Figure 1. The metal 3 layer (run 1).
Scale: 2 px per µm. Cells faint in the background.
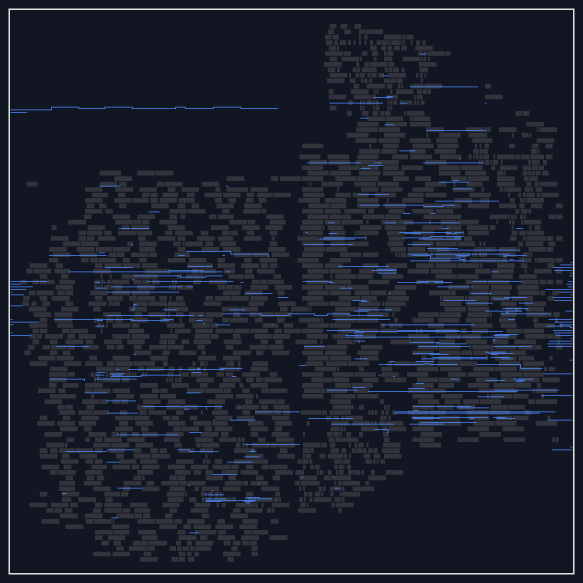
Figure 2. Metal 2 (run 1).
Scale: 1.5 px per µm.
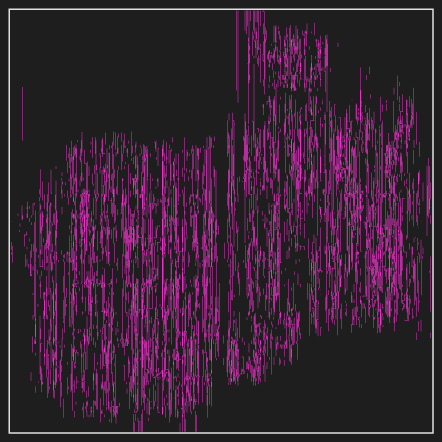
Figure 3. The metal 1 layer (run 1).
Scale: 1.5 px per µm. Supply wires on this layer in gray. Cells faint in the background.
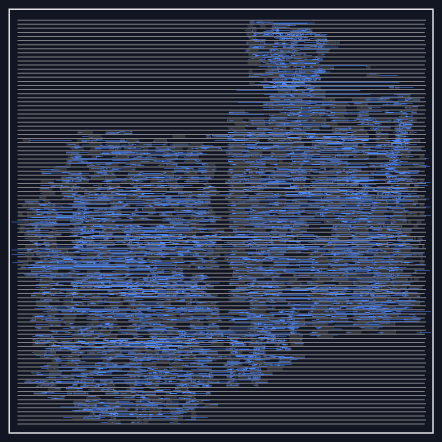
===== config.mk =====
export PLATFORM = sky130hd
export DESIGN_NAME = rc4_feeder_flat
export DESIGN_NICKNAME = d
export VERILOG_FILES = /design/src/rtl/rc4_feeder_if.sv /design/src/rtl/rc4_feeder.sv /design/src/flat_wrapper.sv
export SDC_FILE = /design/constraint.sdc
export NUM_CORES = 1
export LEC_CHECK = 0
export CORE_MARGIN = 5
export CORE_UTILIZATION = 35
export DETAILED_ROUTE_END_ITERATION = 10
export SETUP_SLACK_MARGIN = 0.05
export SYNTH_ARGS = -nofsm -noshare
export SYNTH_HDL_FRONTEND = slang
export SYNTH_SLANG_ARGS = --single-unit

===== constraint.sdc =====
create_clock -name CLK_IN -period 6 [get_ports CLK_IN]
set_input_delay 1.2 -clock CLK_IN [delete_from_list [all_inputs] [get_ports CLK_IN]]
set_output_delay 1.2 -clock CLK_IN [all_outputs]
set_load 0.02 [all_outputs]

===== src/rtl/rc4_feeder_if.sv =====
// ---------------------------------------------------------------------------
// rc4_feeder_if
//   Groups the host-side write ports, the core request lines and the byte
//   stream outputs of rc4_feeder.  Clock and reset are kept out of it.
//
//   Host / core side drives (master -> slave):
//     CLEAR_IN        synchronous flush
//     KEY_WR_IN       key file write strobe, with KEY_ADDR_IN / KEY_DATA_IN
//     KEY_SIZE_IN     key length in bytes (0 or > depth means full depth)
//     PT_WR_IN        plaintext FIFO push strobe, with PT_DATA_IN
//     PT_LEN_IN       plaintext burst length (0 means 256)
//     KEY_REQ_IN      key-copy request from the core
//     PT_REQ_IN       plaintext request from the core
//   Feeder drives (slave -> master):
//     KEY_BYTE_OUT, PLAIN_BYTE_OUT, PT_VALID_OUT, KEY_BUSY_OUT, PT_BUSY_OUT,
//     PT_FULL_OUT, PT_LEVEL_OUT, OVERFLOW_OUT, UNDERRUN_OUT
// ---------------------------------------------------------------------------
interface rc4_feeder_if #(
  parameter int LW = 6
);
  logic          CLEAR_IN;
  logic          KEY_WR_IN;
  logic [4:0]    KEY_ADDR_IN;
  logic [7:0]    KEY_DATA_IN;
  logic [7:0]    KEY_SIZE_IN;
  logic          PT_WR_IN;
  logic [7:0]    PT_DATA_IN;
  logic [7:0]    PT_LEN_IN;
  logic          KEY_REQ_IN;
  logic          PT_REQ_IN;

  logic [7:0]    KEY_BYTE_OUT;
  logic [7:0]    PLAIN_BYTE_OUT;
  logic          PT_VALID_OUT;
  logic          KEY_BUSY_OUT;
  logic          PT_BUSY_OUT;
  logic          PT_FULL_OUT;
  logic [LW-1:0] PT_LEVEL_OUT;
  logic          OVERFLOW_OUT;
  logic          UNDERRUN_OUT;

  modport master (
    output CLEAR_IN, KEY_WR_IN, KEY_ADDR_IN, KEY_DATA_IN, KEY_SIZE_IN,
           PT_WR_IN, PT_DATA_IN, PT_LEN_IN, KEY_REQ_IN, PT_REQ_IN,
    input  KEY_BYTE_OUT, PLAIN_BYTE_OUT, PT_VALID_OUT, KEY_BUSY_OUT,
           PT_BUSY_OUT, PT_FULL_OUT, PT_LEVEL_OUT, OVERFLOW_OUT, UNDERRUN_OUT
  );

  modport slave (
    input  CLEAR_IN, KEY_WR_IN, KEY_ADDR_IN, KEY_DATA_IN, KEY_SIZE_IN,
           PT_WR_IN, PT_DATA_IN, PT_LEN_IN, KEY_REQ_IN, PT_REQ_IN,
    output KEY_BYTE_OUT, PLAIN_BYTE_OUT, PT_VALID_OUT, KEY_BUSY_OUT,
           PT_BUSY_OUT, PT_FULL_OUT, PT_LEVEL_OUT, OVERFLOW_OUT, UNDERRUN_OUT
  );
endinterface


===== src/rtl/rc4_feeder.sv =====
// ---------------------------------------------------------------------------
// rc4_feeder
//   Upstream stage of the rc4 core.  Holds the key in a host-writable register
//   file and streams it one byte per cycle on a key-copy request; buffers
//   plaintext in a circular FIFO and pops a fixed-length burst, one byte per
//   cycle, on a plaintext request.  The two streams are independent.
//
//   Ports:
//     CLK_IN      clock, all state on rising edge
//     RESET_N_IN  asynchronous active-low reset (clears everything, key file
//                 included)
//     bus         rc4_feeder_if.slave: host writes, core requests, byte
//                 outputs and status (see the interface file)
// ---------------------------------------------------------------------------
module rc4_feeder #(
  parameter int KEY_DEPTH = 32,
  parameter int PT_DEPTH  = 32,
  parameter int LW        = $clog2(PT_DEPTH) + 1
) (
  input  logic        CLK_IN,
  input  logic        RESET_N_IN,
  rc4_feeder_if.slave bus
);
  localparam int              KAW         = (KEY_DEPTH > 1) ? $clog2(KEY_DEPTH) : 1;
  localparam int              PAW         = $clog2(PT_DEPTH);
  localparam logic [8:0]      KEY_DEPTH_W = 9'(KEY_DEPTH);
  localparam logic [LW-1:0]   PT_DEPTH_W  = LW'(PT_DEPTH);

  typedef enum logic {K_IDLE, K_SEND} kstate_t;
  typedef enum logic {P_IDLE, P_SEND} pstate_t;

  // ---------------- state ----------------
  logic [7:0]     key_mem_q  [KEY_DEPTH];
  logic [7:0]     fifo_mem_q [PT_DEPTH];

  kstate_t        kstate_q, kstate_d;
  logic [8:0]     kcnt_q, kcnt_d;
  logic [8:0]     klen_q, klen_d;
  logic [7:0]     key_byte_q, key_byte_d;

  pstate_t        pstate_q, pstate_d;
  logic [8:0]     pcnt_q, pcnt_d;
  logic [8:0]     plen_q, plen_d;
  logic [7:0]     plain_byte_q, plain_byte_d;
  logic           pt_valid_q, pt_valid_d;

  logic [PAW-1:0] rd_ptr_q, rd_ptr_d;
  logic [PAW-1:0] wr_ptr_q, wr_ptr_d;
  logic [LW-1:0]  level_q, level_d;
  logic           full_q, full_d;
  logic           ovf_q, ovf_d;
  logic           und_q, und_d;

  // ---------------- decoded inputs ----------------
  logic           clear;
  logic [8:0]     key_size_eff;
  logic [8:0]     pt_len_eff;
  logic           key_addr_ok;
  logic           key_wr_en;
  logic           burst_cycle;
  logic           pop;
  logic           push;

  assign clear = bus.CLEAR_IN;

  always_comb begin
    key_size_eff = {1'b0, bus.KEY_SIZE_IN};
    if (bus.KEY_SIZE_IN == 8'd0 || {1'b0, bus.KEY_SIZE_IN} > KEY_DEPTH_W) begin
      key_size_eff = KEY_DEPTH_W;
    end
  end

  assign pt_len_eff  = (bus.PT_LEN_IN == 8'd0) ? 9'd256 : {1'b0, bus.PT_LEN_IN};
  assign key_addr_ok = ({4'b0, bus.KEY_ADDR_IN} < KEY_DEPTH_W);
  // The key file is frozen while a stream reads it, and a flush cycle
  // performs nothing but the flush.
  assign key_wr_en   = bus.KEY_WR_IN && key_addr_ok && (kstate_q == K_IDLE) && !clear;

  // A burst cycle happens every edge in P_SEND and on the accepting edge.
  assign burst_cycle = !clear && ((pstate_q == P_SEND) || bus.PT_REQ_IN);
  assign pop         = burst_cycle && (level_q != '0);
  // A pop in the same cycle frees the slot, so a push into a full FIFO is
  // still accepted then.
  assign push        = !clear && bus.PT_WR_IN && ((level_q != PT_DEPTH_W) || pop);

  // ---------------- key file ----------------
  always_ff @(posedge CLK_IN or negedge RESET_N_IN) begin
    if (!RESET_N_IN) begin
      for (int i = 0; i < KEY_DEPTH; i++) key_mem_q[i] <= '0;
    end else if (key_wr_en) begin
      key_mem_q[bus.KEY_ADDR_IN[KAW-1:0]] <= bus.KEY_DATA_IN;
    end
  end

  // ---------------- key stream FSM ----------------
  always_comb begin
    kstate_d   = kstate_q;
    kcnt_d     = kcnt_q;
    klen_d     = klen_q;
    key_byte_d = key_byte_q;
    if (clear) begin
      kstate_d = K_IDLE;
      kcnt_d   = '0;
    end else begin
      case (kstate_q)
        K_IDLE: begin
          if (bus.KEY_REQ_IN) begin
            key_byte_d = key_mem_q[0];
            klen_d     = key_size_eff;
            // A one-byte key is finished on the accepting edge.
            if (key_size_eff == 9'd1) begin
              kcnt_d = '0;
            end else begin
              kcnt_d   = 9'd1;
              kstate_d = K_SEND;
            end
          end
        end
        K_SEND: begin
          key_byte_d = key_mem_q[kcnt_q[KAW-1:0]];
          if (kcnt_q == klen_q - 9'd1) begin
            kstate_d = K_IDLE;
            kcnt_d   = '0;
          end else begin
            kcnt_d = kcnt_q + 9'd1;
          end
        end
        default: kstate_d = K_IDLE;
      endcase
    end
  end

  always_ff @(posedge CLK_IN or negedge RESET_N_IN) begin
    if (!RESET_N_IN) begin
      kstate_q   <= K_IDLE;
      kcnt_q     <= '0;
      klen_q     <= '0;
      key_byte_q <= '0;
    end else begin
      kstate_q   <= kstate_d;
      kcnt_q     <= kcnt_d;
      klen_q     <= klen_d;
      key_byte_q <= key_byte_d;
    end
  end

  // ---------------- plaintext burst FSM + FIFO control ----------------
  always_comb begin
    pstate_d     = pstate_q;
    pcnt_d       = pcnt_q;
    plen_d       = plen_q;
    plain_byte_d = plain_byte_q;
    pt_valid_d   = 1'b0;
    rd_ptr_d     = rd_ptr_q;
    wr_ptr_d     = wr_ptr_q;
    level_d      = level_q;
    ovf_d        = ovf_q;
    und_d        = und_q;

    if (clear) begin
      pstate_d = P_IDLE;
      pcnt_d   = '0;
      rd_ptr_d = '0;
      wr_ptr_d = '0;
      level_d  = '0;
      ovf_d    = 1'b0;
      und_d    = 1'b0;
    end else begin
      case (pstate_q)
        P_IDLE: begin
          if (bus.PT_REQ_IN) begin
            plen_d = pt_len_eff;
            if (pt_len_eff == 9'd1) begin
              pcnt_d = '0;
            end else begin
              pcnt_d   = 9'd1;
              pstate_d = P_SEND;
            end
          end
        end
        P_SEND: begin
          if (pcnt_q == plen_q - 9'd1) begin
            pstate_d = P_IDLE;
            pcnt_d   = '0;
          end else begin
            pcnt_d = pcnt_q + 9'd1;
          end
        end
        default: pstate_d = P_IDLE;
      endcase

      // The core's keystream never stalls, so an empty FIFO still uses up
      // a burst cycle and emits a zero byte flagged invalid.
      if (burst_cycle) begin
        if (pop) begin
          plain_byte_d = fifo_mem_q[rd_ptr_q];
          pt_valid_d   = 1'b1;
          rd_ptr_d     = rd_ptr_q + PAW'(1);
        end else begin
          plain_byte_d = 8'h00;
          und_d        = 1'b1;
        end
      end

      if (push) begin
        wr_ptr_d = wr_ptr_q + PAW'(1);
      end else if (bus.PT_WR_IN) begin
        ovf_d = 1'b1;
      end

      case ({push, pop})
        2'b10:   level_d = level_q + LW'(1);
        2'b01:   level_d = level_q - LW'(1);
        default: level_d = level_q;
      endcase
    end
  end

  assign full_d = (level_d == PT_DEPTH_W);

  always_ff @(posedge CLK_IN or negedge RESET_N_IN) begin
    if (!RESET_N_IN) begin
      pstate_q     <= P_IDLE;
      pcnt_q       <= '0;
      plen_q       <= '0;
      plain_byte_q <= '0;
      pt_valid_q   <= 1'b0;
      rd_ptr_q     <= '0;
      wr_ptr_q     <= '0;
      level_q      <= '0;
      full_q       <= 1'b0;
      ovf_q        <= 1'b0;
      und_q        <= 1'b0;
    end else begin
      pstate_q     <= pstate_d;
      pcnt_q       <= pcnt_d;
      plen_q       <= plen_d;
      plain_byte_q <= plain_byte_d;
      pt_valid_q   <= pt_valid_d;
      rd_ptr_q     <= rd_ptr_d;
      wr_ptr_q     <= wr_ptr_d;
      level_q      <= level_d;
      full_q       <= full_d;
      ovf_q        <= ovf_d;
      und_q        <= und_d;
    end
  end

  // FIFO storage carries no reset; only the pointers and level define
  // which entries are meaningful.
  always_ff @(posedge CLK_IN) begin
    if (push) begin
      fifo_mem_q[wr_ptr_q] <= bus.PT_DATA_IN;
    end
  end

  // ---------------- outputs ----------------
  assign bus.KEY_BYTE_OUT   = key_byte_q;
  assign bus.PLAIN_BYTE_OUT = plain_byte_q;
  assign bus.PT_VALID_OUT   = pt_valid_q;
  assign bus.KEY_BUSY_OUT   = (kstate_q == K_SEND);
  assign bus.PT_BUSY_OUT    = (pstate_q == P_SEND);
  assign bus.PT_FULL_OUT    = full_q;
  assign bus.PT_LEVEL_OUT   = level_q;
  assign bus.OVERFLOW_OUT   = ovf_q;
  assign bus.UNDERRUN_OUT   = und_q;
endmodule

===== src/flat_wrapper.sv =====
// flat-port wrapper written by rule: the top's interface ports become plain ports
module rc4_feeder_flat 
#(
  parameter int KEY_DEPTH = 32,
  parameter int PT_DEPTH  = 32,
  parameter int LW        = $clog2(PT_DEPTH) + 1
)
  (CLK_IN, RESET_N_IN, bus_CLEAR_IN, bus_KEY_WR_IN, bus_KEY_ADDR_IN, bus_KEY_DATA_IN, bus_KEY_SIZE_IN, bus_PT_WR_IN, bus_PT_DATA_IN, bus_PT_LEN_IN, bus_KEY_REQ_IN, bus_PT_REQ_IN, bus_KEY_BYTE_OUT, bus_PLAIN_BYTE_OUT, bus_PT_VALID_OUT, bus_KEY_BUSY_OUT, bus_PT_BUSY_OUT, bus_PT_FULL_OUT, bus_PT_LEVEL_OUT, bus_OVERFLOW_OUT, bus_UNDERRUN_OUT);
  rc4_feeder_if #(.LW(LW)) bus_i ();
  input  logic CLK_IN;
  input  logic RESET_N_IN;
  input wire logic [$bits(bus_i.CLEAR_IN)-1:0] bus_CLEAR_IN;
  input wire logic [$bits(bus_i.KEY_WR_IN)-1:0] bus_KEY_WR_IN;
  input wire logic [$bits(bus_i.KEY_ADDR_IN)-1:0] bus_KEY_ADDR_IN;
  input wire logic [$bits(bus_i.KEY_DATA_IN)-1:0] bus_KEY_DATA_IN;
  input wire logic [$bits(bus_i.KEY_SIZE_IN)-1:0] bus_KEY_SIZE_IN;
  input wire logic [$bits(bus_i.PT_WR_IN)-1:0] bus_PT_WR_IN;
  input wire logic [$bits(bus_i.PT_DATA_IN)-1:0] bus_PT_DATA_IN;
  input wire logic [$bits(bus_i.PT_LEN_IN)-1:0] bus_PT_LEN_IN;
  input wire logic [$bits(bus_i.KEY_REQ_IN)-1:0] bus_KEY_REQ_IN;
  input wire logic [$bits(bus_i.PT_REQ_IN)-1:0] bus_PT_REQ_IN;
  output wire logic [$bits(bus_i.KEY_BYTE_OUT)-1:0] bus_KEY_BYTE_OUT;
  output wire logic [$bits(bus_i.PLAIN_BYTE_OUT)-1:0] bus_PLAIN_BYTE_OUT;
  output wire logic [$bits(bus_i.PT_VALID_OUT)-1:0] bus_PT_VALID_OUT;
  output wire logic [$bits(bus_i.KEY_BUSY_OUT)-1:0] bus_KEY_BUSY_OUT;
  output wire logic [$bits(bus_i.PT_BUSY_OUT)-1:0] bus_PT_BUSY_OUT;
  output wire logic [$bits(bus_i.PT_FULL_OUT)-1:0] bus_PT_FULL_OUT;
  output wire logic [$bits(bus_i.PT_LEVEL_OUT)-1:0] bus_PT_LEVEL_OUT;
  output wire logic [$bits(bus_i.OVERFLOW_OUT)-1:0] bus_OVERFLOW_OUT;
  output wire logic [$bits(bus_i.UNDERRUN_OUT)-1:0] bus_UNDERRUN_OUT;
  assign bus_i.CLEAR_IN = bus_CLEAR_IN;
  assign bus_i.KEY_WR_IN = bus_KEY_WR_IN;
  assign bus_i.KEY_ADDR_IN = bus_KEY_ADDR_IN;
  assign bus_i.KEY_DATA_IN = bus_KEY_DATA_IN;
  assign bus_i.KEY_SIZE_IN = bus_KEY_SIZE_IN;
  assign bus_i.PT_WR_IN = bus_PT_WR_IN;
  assign bus_i.PT_DATA_IN = bus_PT_DATA_IN;
  assign bus_i.PT_LEN_IN = bus_PT_LEN_IN;
  assign bus_i.KEY_REQ_IN = bus_KEY_REQ_IN;
  assign bus_i.PT_REQ_IN = bus_PT_REQ_IN;
  assign bus_KEY_BYTE_OUT = bus_i.KEY_BYTE_OUT;
  assign bus_PLAIN_BYTE_OUT = bus_i.PLAIN_BYTE_OUT;
  assign bus_PT_VALID_OUT = bus_i.PT_VALID_OUT;
  assign bus_KEY_BUSY_OUT = bus_i.KEY_BUSY_OUT;
  assign bus_PT_BUSY_OUT = bus_i.PT_BUSY_OUT;
  assign bus_PT_FULL_OUT = bus_i.PT_FULL_OUT;
  assign bus_PT_LEVEL_OUT = bus_i.PT_LEVEL_OUT;
  assign bus_OVERFLOW_OUT = bus_i.OVERFLOW_OUT;
  assign bus_UNDERRUN_OUT = bus_i.UNDERRUN_OUT;
  rc4_feeder #(.KEY_DEPTH(KEY_DEPTH), .PT_DEPTH(PT_DEPTH), .LW(LW)) u_core (.CLK_IN(CLK_IN), .RESET_N_IN(RESET_N_IN), .bus(bus_i));
endmodule

==> impl_metrics.ini, run 1 <==
; physical design summary
[floorplan]
chipArea_um2 = 79300
dieHeight_um = 282
initial_utilization = 0.353

[layout]
area.growth.synth_to_final_pct = 15.4
lay_top_count = dfrtp_1
nNetsFinal = 1706
layout_top_cells = dfrtp_1, mux2_2, edfxtp_1, mux4_2, nor2_1
final_cells = 2657
stdcell_area_um2 = 29800
drive_gt1_frac = 0.345
antennaDiodeCount = 0

[global_routing]
grt_pass1_wl_mm = 96.8

[clock_tree]
h-tree-depth = 3
cts_tree = yes
clock_latency_ns = 0.60

[placement]
dp_cells = 2539
placed_area_um2 = 27500

[worst_setup_path]
crit_arrival_ns = 4.27
cpMaxStageDelayCell = nor2_1
cp_max_fo = 16

[flow_run]
maxCapViolCount = 0

[power]
power_frac_clock = 0.404
peakVddDrop_v = 0.000173
p_sw_uw = 2590

[hold_path]
hold_class = reg2reg

[route]
dr.pass1.iters = 5
wire_per_inst_um = 23.8
num_vias = 14474
drt_iter0_markers = 1245

[final_timing]
tightestPinTransition_ns = 1.11
hold_violations = 0
period_needed_ns = 4.05
final.setup.tns_ns = 0

[logic_synthesis]
ys.flops = 585

[status]
status = completed
About Figure 1:
The layer holds 6.2% of the routed length. The wires run mostly horizontal. 194 nets have wire on it. The longest straight run is 80.5 µm.

About Figure 2:
1,550 nets have wire on it. The wires run mostly vertical. The layer carries 30.0 mm of wire. The longest straight run is 106 µm.

About Figure 3:
1,618 nets have wire on it. The wires run mostly horizontal. The longest straight run is 131 µm. The layer carries 27.7 mm of wire.

-- run 1: area by class of cell --
class | instances | area [µm²]
inverters | 30 | 113
repair buffers | 96 | 871
flip-flops and latches | 585 | 15900
fillers | 6585 | 43300
clock buffers | 81 | 1800
well taps | 959 | 1200
multi-input cells | 869 | 9400
clock inverters | 37 | 454
-- run 1: through the flow --
step / util / setup slack (ns) / hold WS (ns)
final: 0.407 / 1.95 / 0.499
after global routing: 0.407 / 1.75 / 0.515
after CTS: 0.407 / 1.98 / 0.503
after detailed placement: 0.376 / 1.37 / 0.490
after global placement: 0.376 / 1.46 / 0.482
after floorplan: - / 2.58 / 0.474
-- run 1: synthesized netlist by cell type (all sizes together), types with 10 or more instances --
master	n	area (µm²)
nor2b	13	81.3
o211ai	10	75.1
xor2	15	131
a21oi	27	139
ha	13	163
nand2	68	255
clkbuf	62	253
and2	16	100
buf	26	119
or3	11	70.1
nor2	90	340
xnor2	17	149
edfxtp	256	7690
mux2	261	2940
nor3	11	71.3
dfrtp	329	8230
nand3	14	70.1
o21ai	20	104
mux4	160	3600
inv	29	109
-- run 1: critical path, delay by kind of cell --
family                 cells  cell delay (ns)
buffers and inverters      2             0.85
and+or+nand+nor            2             1.37
AOI/OAI and AO/OA          2             0.84
-- run 1: power groups by stage --
stage | Combinational (µW) | Sequential [µW] | Clock (µW)
floorplan | 957 | 4720 | 0
global placement | 1450 | 4760 | 0
detailed placement | 1470 | 4770 | 0
CTS | 1480 | 4700 | 4260
global route | 1570 | 4730 | 4440
finish | 1460 | 4690 | 4170
-- run 1: per-layer routing --
| metal | share of wire | GRT usage | vias up | wire length [µm] |
|---|---|---|---|---|
| li1 | - | - | 6230 | - |
| met3 | 0.062 | 0.0334 | 105 | 3930 |
| met2 | 0.48 | 0.256 | 493 | 30000 |
| met5 | 0 | 0 | - | 0 |
| met4 | 0.024 | 0.0446 | 0 | 1530 |
| met1 | 0.44 | 0.224 | 7646 | 27700 |
-- run 1: worst paths after layout --
check | from | to | slack [ns] | cells after the start
min in group asynchronous | RESET_N_IN | u_core.key_mem_q[16]$_DFFE_PN0P_ | 0.57 | 1
hold / removal | u_core.key_mem_q[169]$_DFFE_PN0P_ | u_core.key_mem_q[169]$_DFFE_PN0P_ | 0.50 | 1
max in group asynchronous | RESET_N_IN | u_core.rd_ptr_q[0]$_DFFE_PN0P_ | 4.16 | 2
hold reg to reg | u_core.key_mem_q[169]$_DFFE_PN0P_ | u_core.key_mem_q[169]$_DFFE_PN0P_ | 0.50 | 1
setup / recovery | bus_PT_REQ_IN | u_core.fifo_mem_q[19][6]$_DFFE_PP_ | 1.95 | 6
setup reg to reg | u_core.bus.KEY_BUSY_OUT$_DFF_PN0_ | u_core.key_mem_q[104]$_DFFE_PN0P_ | 2.54 | 4
-- run 1: cells by family after synthesis --
family / share of synthesized area
adders and majority gates: 0.00747
AOI/OAI and AO/OA: 0.0340
xor gates and xnor gates: 0.0109
DFF: 0.617
and+or+nand+nor: 0.0552
buffers and inverters: 0.0188
muxes: 0.257
==> inputs of run 2 (changes only) <==
Clock period 6 ns to 3.4 ns, I/O delays scaled along.
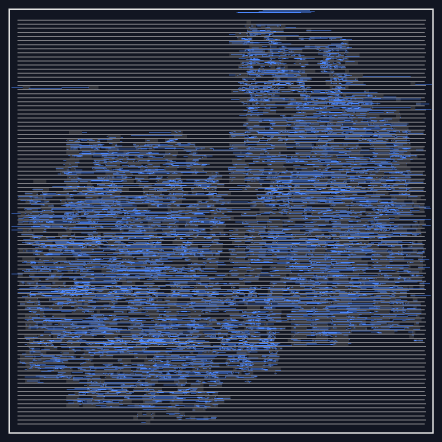
Figure 4: run 2, the metal 1 layer.
Scale: 1.5 px per µm. Supply wires on this layer in gray. Cells faint in the background.
The longest straight run is 67.2 µm. 1,702 nets have wire on it. The layer holds 45% of the routed length. The layer carries 28.2 mm of wire.

==> run 2 against run 1 <==
Effect of this change:
- die size unchanged
- synthesized cell count unchanged
- critical endpoint is now u_core.bus.PT_FULL_OUT$_DFF_PN0_
- setup slack worse by 1.4 ns
- clock skew hardly changed
- area after synthesis stayed put
- final cell count grew 3.4%
==> impl_metrics.ini, run 2 <==
; physical design summary
[final_timing]
setup_violations = 0
slew_violations = 0
clock.fmax_mhz = 349
hold_violations = 0
tightestPinTransition_ns = 1.15
period_needed_ns = 2.86
whs_ns = 0.146
grt_setup_unrepaired = no
final.setup.tns_ns = 0

[route]
num_vias = 14746
wl_met2_mm = 29.8
met1_length_mm = 28.2
wire_per_inst_um = 23.1
drt_iter0_markers = 993
dr_wl_met3_mm = 3.75
dr.max_layer_used = met5
dr.pass1.iters = 7
ant_nets = 0

[layout]
antennaDiodeCount = 0
lay_top_count = dfrtp_1
nNetsFinal = 1795
drive_gt1_frac = 0.372
area.growth.synth_to_final_pct = 18.1
layout_top_cells = dfrtp_1, mux2_2, edfxtp_1, mux4_2, buf_4
stdcell_area_um2 = 30500

[logic_synthesis]
yosys.area.top_type = dfrtp_1
synthAoiAreaFrac = 0.0340
ys_sh_xor = 0.0109
netlist_top_cells_count = dfrtp_1, mux2_2, edfxtp_1
mux_area_frac = 0.257
adder_share = 0.00747
ys.flops = 585
synthTopLogicFamily = multiplexers
synth_warnings = 0
yosysTopAreaCellShare = 0.319
synthesis.area_um2 = 25800
top_cell = dfrtp_1
synthSimpleGateAreaFrac = 0.0552
synthesis.nets = 1630
avgSynthCellArea_um2 = 16.4
yosys-top-cells-area = dfrtp_1, edfxtp_1, mux4_2, mux2_2, nor2_1

[global_routing]
grt-ovfl-total = 0
grt_pass1_wl_mm = 98.3

[power]
p_leak_uw = 0.0120
peakVddDrop_v = 0.000362
p_per_area_nw_per_um2 = 592

[clock_tree]
clock_latency_ns = 0.59
cts_buffer_depth = 3
h-tree-depth = 3
root_buffer = clkbuf_16
cts_tree = yes
ctsHoldBuffers = 0
cts_made_buffers = 67

[worst_setup_path]
timing.rr.end = u_core.bus.PT_FULL_OUT$_DFF_PN0_
crit_arrival_ns = 3.34
cp-end-kind = register
worstReg2RegStart = u_core.bus.PT_LEVEL_OUT[1]$_DFF_PN0_
cp_max_fo = 6
reg2reg_slack_ns = 0.54
cp-start-kind = register
reg2regPathDepth = 11

[floorplan]
rows = 99
dieHeight_um = 282
chipArea_um2 = 79300
initial_utilization = 0.353

[hold_path]
hold_class = in2async

[placement]
placed_area_um2 = 28300

[flow_run]
maxCapViolCount = 0

[status]
status = completed
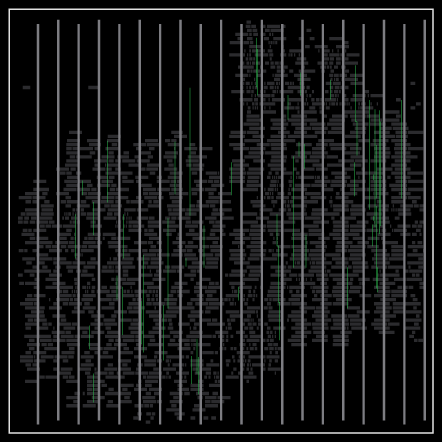
Figure 5: run 2, signal wires on met4.
Scale: 1.5 px per µm. Supply wires on this layer in gray. Cells faint in the background.
The layer carries 1,570 µm of wire. The longest straight run is 85.0 µm. The layer holds 2.5% of the routed length. 29 nets have wire on it.

-- run 2: worst max-delay path by stage --
stage	from	slack [ns]	endpoint	cells past startpoint
after floorplan	bus_CLEAR_IN	0.50	u_core.bus.PT_FULL_OUT$_DFF_PN0_	10
after global routing	u_core.bus.PT_LEVEL_OUT[1]$_DFF_PN0_	0.24	u_core.bus.PT_FULL_OUT$_DFF_PN0_	11
final	u_core.bus.PT_LEVEL_OUT[1]$_DFF_PN0_	0.54	u_core.bus.PT_FULL_OUT$_DFF_PN0_	11
after detailed placement	bus_PT_REQ_IN	0.1	u_core.fifo_mem_q[13][2]$_DFFE_PP_	8
after global placement	bus_PT_REQ_IN	0.11	u_core.fifo_mem_q[28][1]$_DFFE_PP_	8
after CTS	u_core.bus.PT_LEVEL_OUT[1]$_DFF_PN0_	0.53	u_core.bus.PT_FULL_OUT$_DFF_PN0_	11
-- run 2: final cells by class --
type,count,area [µm²]
inverters,30,113
well taps,959,1200
clock buffers,90,1880
clock inverters,31,290
fillers,6583,42600
multi-input cells,869,9400
flip-flops and latches,585,15900
repair buffers,184,1670
-- run 2: per-layer routing --
metal,GRT usage,vias up
met5,0,-
met4,0.0434,2
met3,0.0328,106
met2,0.255,449
met1,0.232,7784
li1,-,6405
-- run 2: critical path, stage by stage, from the launching register on --
cell	delay, ns
dfrtp_1	0.46
or4_4	0.60
nor3_4	0.15
nor3_1	0.07
buf_4	0.17
ha_1	0.30
a211oi_1	0.21
o21bai_1	0.10
a21oi_1	0.23
a221o_1	0.14
nand3_1	0.10
nor4_1	0.24
-- run 2: kinds of logic (layout without fill, tap and decap cells) --
family,Yosys count,in the layout
xor gates and xnor gates,32,32
adders and majority gates,15,15
muxes,429,429
AOI/OAI and AO/OA,117,117
and+or+nand+nor,276,276
DFF,585,585
buffers and inverters,118,335
-- run 2: through the flow --
stage	instances	setup slack [ns]	power [µW]	utilization
after detailed placement	2627	0.0998	11100	0.387
final	2748	0.535	18000	0.417
after global routing	2748	0.238	18800	0.417
after CTS	2748	0.527	18300	0.417
after floorplan	1572	0.501	10000	-
after global placement	2627	0.113	11100	0.387
-- run 2: power by group --
part	internal (µW)	switching [µW]	leakage (µW)	total, µW
clock network	4190	2850	0.00106	7050
registers	7870	351	0.00672	8220
logic	1400	1360	0.00425	2760
total	13500	4560	0.0120	18000
Power figures rest on the tool's default switching activity, not on a simulated workload.
